===== src/rtl/backprop_error_gen.sv =====
// Output-layer error source for learningNeuron: computes the saturated, shifted error target - neuron_out
// and accumulates per-epoch absolute loss. Optional deadband is enabled by defining BACKPROP_DEADBAND_EN.
module backprop_error_gen #(
  parameter int SETTLE_CYCLES     = 2,
  parameter int SAMPLES_PER_EPOCH = 4,
  parameter int ACC_W             = 40,
  parameter int DEADBAND          = 0
) (
  input  logic             clk,
  input  logic             rst_n,
  input  logic             sample_start,
  input  logic [31:0]      target,
  input  logic [4:0]       rate_shift,
  input  logic [31:0]      neuron_out,
  output logic [31:0]      err_data,
  output logic             err_valid,
  input  logic             err_ready,
  output logic             busy,
  output logic [15:0]      sample_count,
  output logic [ACC_W-1:0] loss_out,
  output logic             epoch_done
);

  typedef enum logic [1:0] {IDLE, SETTLE, EMIT} state_t;

  localparam int                CNT_W       = (SETTLE_CYCLES < 2) ? 1 : $clog2(SETTLE_CYCLES + 1);
  localparam logic [CNT_W-1:0]  SETTLE_LOAD = CNT_W'(SETTLE_CYCLES);
  localparam logic [15:0]       EPOCH_LEN   = 16'(SAMPLES_PER_EPOCH);
  localparam logic [ACC_W-1:0]  ACC_MAX     = '1;

  state_t             state_q, state_d;
  logic [CNT_W-1:0]   cnt_q, cnt_d;
  logic [31:0]        target_q, target_d;
  logic [4:0]         shift_q, shift_d;
  logic [31:0]        err_data_q, err_data_d;
  logic               err_valid_q, err_valid_d;
  logic [15:0]        count_q, count_d;
  logic [ACC_W-1:0]   acc_q, acc_d;
  logic [ACC_W-1:0]   loss_q, loss_d;
  logic               epoch_done_q, epoch_done_d;

  logic [32:0]        diff;
  logic [31:0]        sat;
  logic [31:0]        abs_err;
  logic signed [31:0] shifted;
  logic [31:0]        err_calc;
  logic [ACC_W:0]     acc_sum;
  logic [ACC_W-1:0]   acc_sat;
  logic [15:0]        count_inc;

  // Datapath: 33-bit difference clamped to 32-bit signed, then learning-rate shift.
  always_comb begin
    diff = {target_q[31], target_q} - {neuron_out[31], neuron_out};
    if (diff[32] != diff[31]) begin
      sat = diff[32] ? 32'h8000_0000 : 32'h7FFF_FFFF;
    end else begin
      sat = diff[31:0];
    end
    // |0x80000000| wraps to 0x80000000, which is the correct unsigned magnitude.
    abs_err  = sat[31] ? (~sat + 32'd1) : sat;
    shifted  = $signed(sat) >>> shift_q;
    err_calc = shifted;
`ifdef BACKPROP_DEADBAND_EN
    if (abs_err <= 32'(DEADBAND)) begin
      err_calc = 32'd0;
    end
`endif
    acc_sum   = (ACC_W + 1)'(acc_q) + (ACC_W + 1)'(abs_err);
    acc_sat   = acc_sum[ACC_W] ? ACC_MAX : acc_sum[ACC_W-1:0];
    count_inc = count_q + 16'd1;
  end

`ifndef BACKPROP_DEADBAND_EN
  logic unused_deadband;
  assign unused_deadband = ^DEADBAND;
`endif

  // NOTE: every variable gets its hold value first, so no path through the case can infer a latch.
  always_comb begin
    state_d      = state_q;
    cnt_d        = cnt_q;
    target_d     = target_q;
    shift_d      = shift_q;
    err_data_d   = err_data_q;
    err_valid_d  = err_valid_q;
    count_d      = count_q;
    acc_d        = acc_q;
    loss_d       = loss_q;
    epoch_done_d = 1'b0;
    unique case (state_q)
      IDLE: begin
        if (sample_start) begin
          target_d = target;
          shift_d  = rate_shift;
          cnt_d    = SETTLE_LOAD;
          state_d  = SETTLE;
        end
      end
      SETTLE: begin
        if (cnt_q != '0) begin
          cnt_d = cnt_q - 1'b1;
        end else begin
          err_data_d  = err_calc;
          err_valid_d = 1'b1;
          acc_d       = acc_sat;
          state_d     = EMIT;
        end
      end
      EMIT: begin
        if (err_ready) begin
          err_valid_d = 1'b0;
          state_d     = IDLE;
          if (count_inc == EPOCH_LEN) begin
            loss_d       = acc_q;
            acc_d        = '0;
            count_d      = '0;
            epoch_done_d = 1'b1;
          end else begin
            count_d = count_inc;
          end
        end
      end
      default: state_d = IDLE;
    endcase
  end

  // NOTE: state flops use non-blocking assignments and an async reset so err_valid drops the instant rst_n falls.
  always_ff @(posedge clk or negedge rst_n) begin
    if (!rst_n) begin
      state_q      <= IDLE;
      cnt_q        <= '0;
      target_q     <= '0;
      shift_q      <= '0;
      err_data_q   <= '0;
      err_valid_q  <= 1'b0;
      count_q      <= '0;
      acc_q        <= '0;
      loss_q       <= '0;
      epoch_done_q <= 1'b0;
    end else begin
      state_q      <= state_d;
      cnt_q        <= cnt_d;
      target_q     <= target_d;
      shift_q      <= shift_d;
      err_data_q   <= err_data_d;
      err_valid_q  <= err_valid_d;
      count_q      <= count_d;
      acc_q        <= acc_d;
      loss_q       <= loss_d;
      epoch_done_q <= epoch_done_d;
    end
  end

  assign err_data     = err_data_q;
  assign err_valid    = err_valid_q;
  assign busy         = (state_q != IDLE);
  assign sample_count = count_q;
  assign loss_out     = loss_q;
  assign epoch_done   = epoch_done_q;

endmodule


===== config.mk =====
export PLATFORM = sky130hd
export DESIGN_NAME = backprop_error_gen
export DESIGN_NICKNAME = d
export VERILOG_FILES = /design/src/rtl/backprop_error_gen.sv
export SDC_FILE = /design/constraint.sdc
export NUM_CORES = 1
export LEC_CHECK = 0
export ABC_CLOCK_PERIOD_IN_PS = 8500
export CORE_UTILIZATION = 53
export CTS_CLUSTER_SIZE = 14
export DETAILED_ROUTE_END_ITERATION = 7
export PLACE_DENSITY = 0.79
export REMOVE_ABC_BUFFERS = 1
export SLEW_MARGIN = 40
export SYNTH_ARGS = -nofsm -noshare
export SYNTH_HDL_FRONTEND = slang
export SYNTH_SLANG_ARGS = --single-unit

===== constraint.sdc =====
create_clock -name clk -period 8.5 [get_ports clk]
set_input_delay 0.85 -clock clk [delete_from_list [all_inputs] [get_ports clk]]
set_output_delay 0.85 -clock clk [all_outputs]
set_load 0.03 [all_outputs]

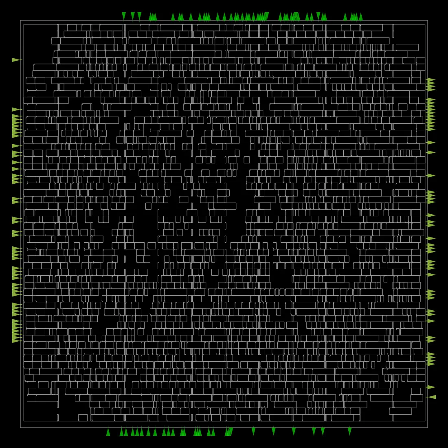
Run 1: placement view
CORE AREA: 0.0270 mm^2
n_taps: 341
flip-flops: 171
Fill cells: 2238

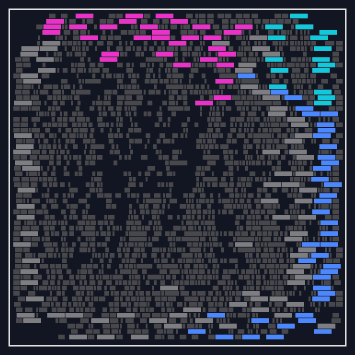
Run 1: where the registers sit
Drawn at 2 px/um. Other sequential cells in the stronger grey, the rest of the logic in the fainter grey.
colour	netlist name	flops
magenta	err_data	32
cyan	sample_count	16
blue	loss_out	40
not coloured	83
Seq. cell area: 0.00428 mm^2
Seq area share: 0.238

==> job_summary.md, run 1 <==
### Metrics collected by this job

| Metric | Value |
|---|---|
| Clock slew seen by the registers of the worst setup and hold paths | 80 ps |
| Biggest area cells | dfrtp_1 (29%), nand2_1 (6.4%), ha_1 (6.0%) |
| YS warnings | 0 |
| Final Critical Period | 8160 ps |
| Initial antenna violation count | 0 |
| Highest-count logic cell in the final layout | nand2_1 |
| Root Buffer | clkbuf_16 |
| Total grt overflow | 0 |
| Status | finished clean |
| Stages on worst setup path | 39 |
| Die height | 168 um |
| CTS Buffer Depth | 2 |
| Final setup viols | 0 |
| Largest net degree at the start of global routing | 88 |
| FF-to-FF path depth | 37 |
| Dpl cells | 2364 |
| Met2 Routed Length | 22.7 mm |
| Distinct lib cells | 98 |
| Hold buffer count at cts | 0 |
| Final Cell Area | 0.0180 mm^2 |
| Multiplexer share | 0.0631 |
| Post-DP Area | 0.0173 mm^2 |
| Tool warnings | 27 |
| Fin crit share | 0.960 |
| Fraction of layout cells with a size suffix above 1 | 0.149 |
| Startpoint Class | input port |
| Ao+oa area frac | 0.269 |
| GRT Resource Usage Total | 0.337 |
| Comb area leader | AND-OR/OR-AND gates |
| Synth top cells by count | nand2_1 (247), dfrtp_1 (171), nor2_1 (150) |
| Critical path class | input port to flop |
| Yosys simple share | 0.219 |
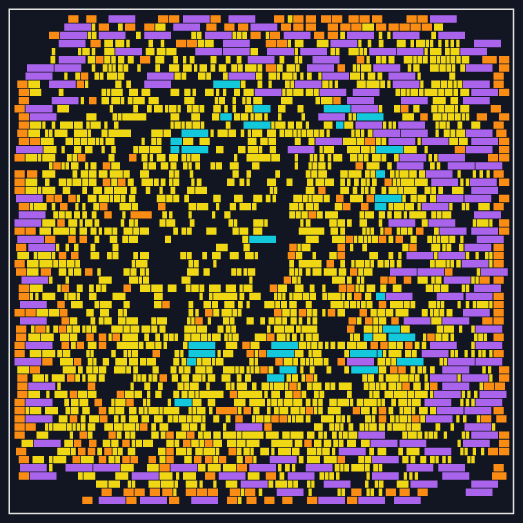
Run 1: placed cells, one colour a class
Drawn at 3 px/um.
colour	class	cells	share of their area
cyan	clock drivers and dummy loads	32	3.4%
orange	remaining buffers and delay cells	315	16%
yellow	remaining logic cells	1541	56%
purple	registers	171	24%

==> run 2, diff against run 1 <==
--- a/config.mk
+++ b/config.mk
@@ -5,10 +5,12 @@
 export SDC_FILE = /design/constraint.sdc
 export NUM_CORES = 1
 export LEC_CHECK = 0
+export ABC_AREA = 1
 export ABC_CLOCK_PERIOD_IN_PS = 8500
 export CORE_UTILIZATION = 53
 export CTS_CLUSTER_SIZE = 14
 export DETAILED_ROUTE_END_ITERATION = 7
+export HOLD_SLACK_MARGIN = 0.08
 export PLACE_DENSITY = 0.79
 export REMOVE_ABC_BUFFERS = 1
 export SLEW_MARGIN = 40
==> job_summary.md, run 2 <==
### Metrics collected by this job

| Metric | Value |
|---|---|
| Seq. cell area | 0.00428 mm^2 (+0.12%) |
| Status | finished clean |
| Met2 Routed Length | 21.9 mm (-3.3%) |
| Final setup viols | 0 (unchanged) |
| Largest net degree at the start of global routing | 94 (+6.8%) |
| Highest-count logic cell in the final layout | nand2_1 |
| Final Cell Area | 0.0173 mm^2 (-3.6%) |
| CORE AREA | 0.0277 mm^2 (+2.8%) |
| Yosys simple share | 0.366 (+0.147) |
| Synth top cells by count | nand2_1 (654), inv_1 (339), nand3_1 (296) |
| Fraction of layout cells with a size suffix above 1 | 0.0794 (-0.0697) |
| Biggest area cells | dfrtp_1 (29%), nand2_1 (16%), nand3_1 (9.9%) |
| Clock slew seen by the registers of the worst setup and hold paths | 80 ps (about the same) |
| CTS Buffer Depth | 2 (unchanged) |
| Startpoint Class | input port |
| Dpl cells | 2751 (+16%) |
| FF-to-FF path depth | 41 (+11%) |
| YS warnings | 0 (unchanged) |
| Fin crit share | 0.859 (-0.102) |
| Flip-flops | 171 (unchanged) |
| Post-DP Area | 0.0167 mm^2 (-3.3%) |
| Critical path class | input port to flop |
| Total grt overflow | 0 (unchanged) |
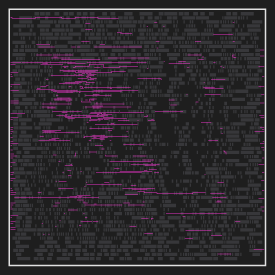
Run 2: signal wires on met3
Drawn at 1.5 px/um. Cells faint in the background.
share of all routed wire	5.0%
longest straight run	45.5 um
main direction	horizontal
wire length on this layer	2240 um
nets with wire on the layer	226

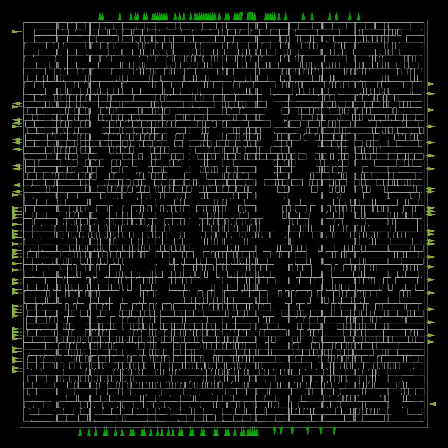
Run 2: placement view
Seq area share: 0.247
Fill cells: 2621
final core occ: 0.625
Rows: 61
n_taps: 378

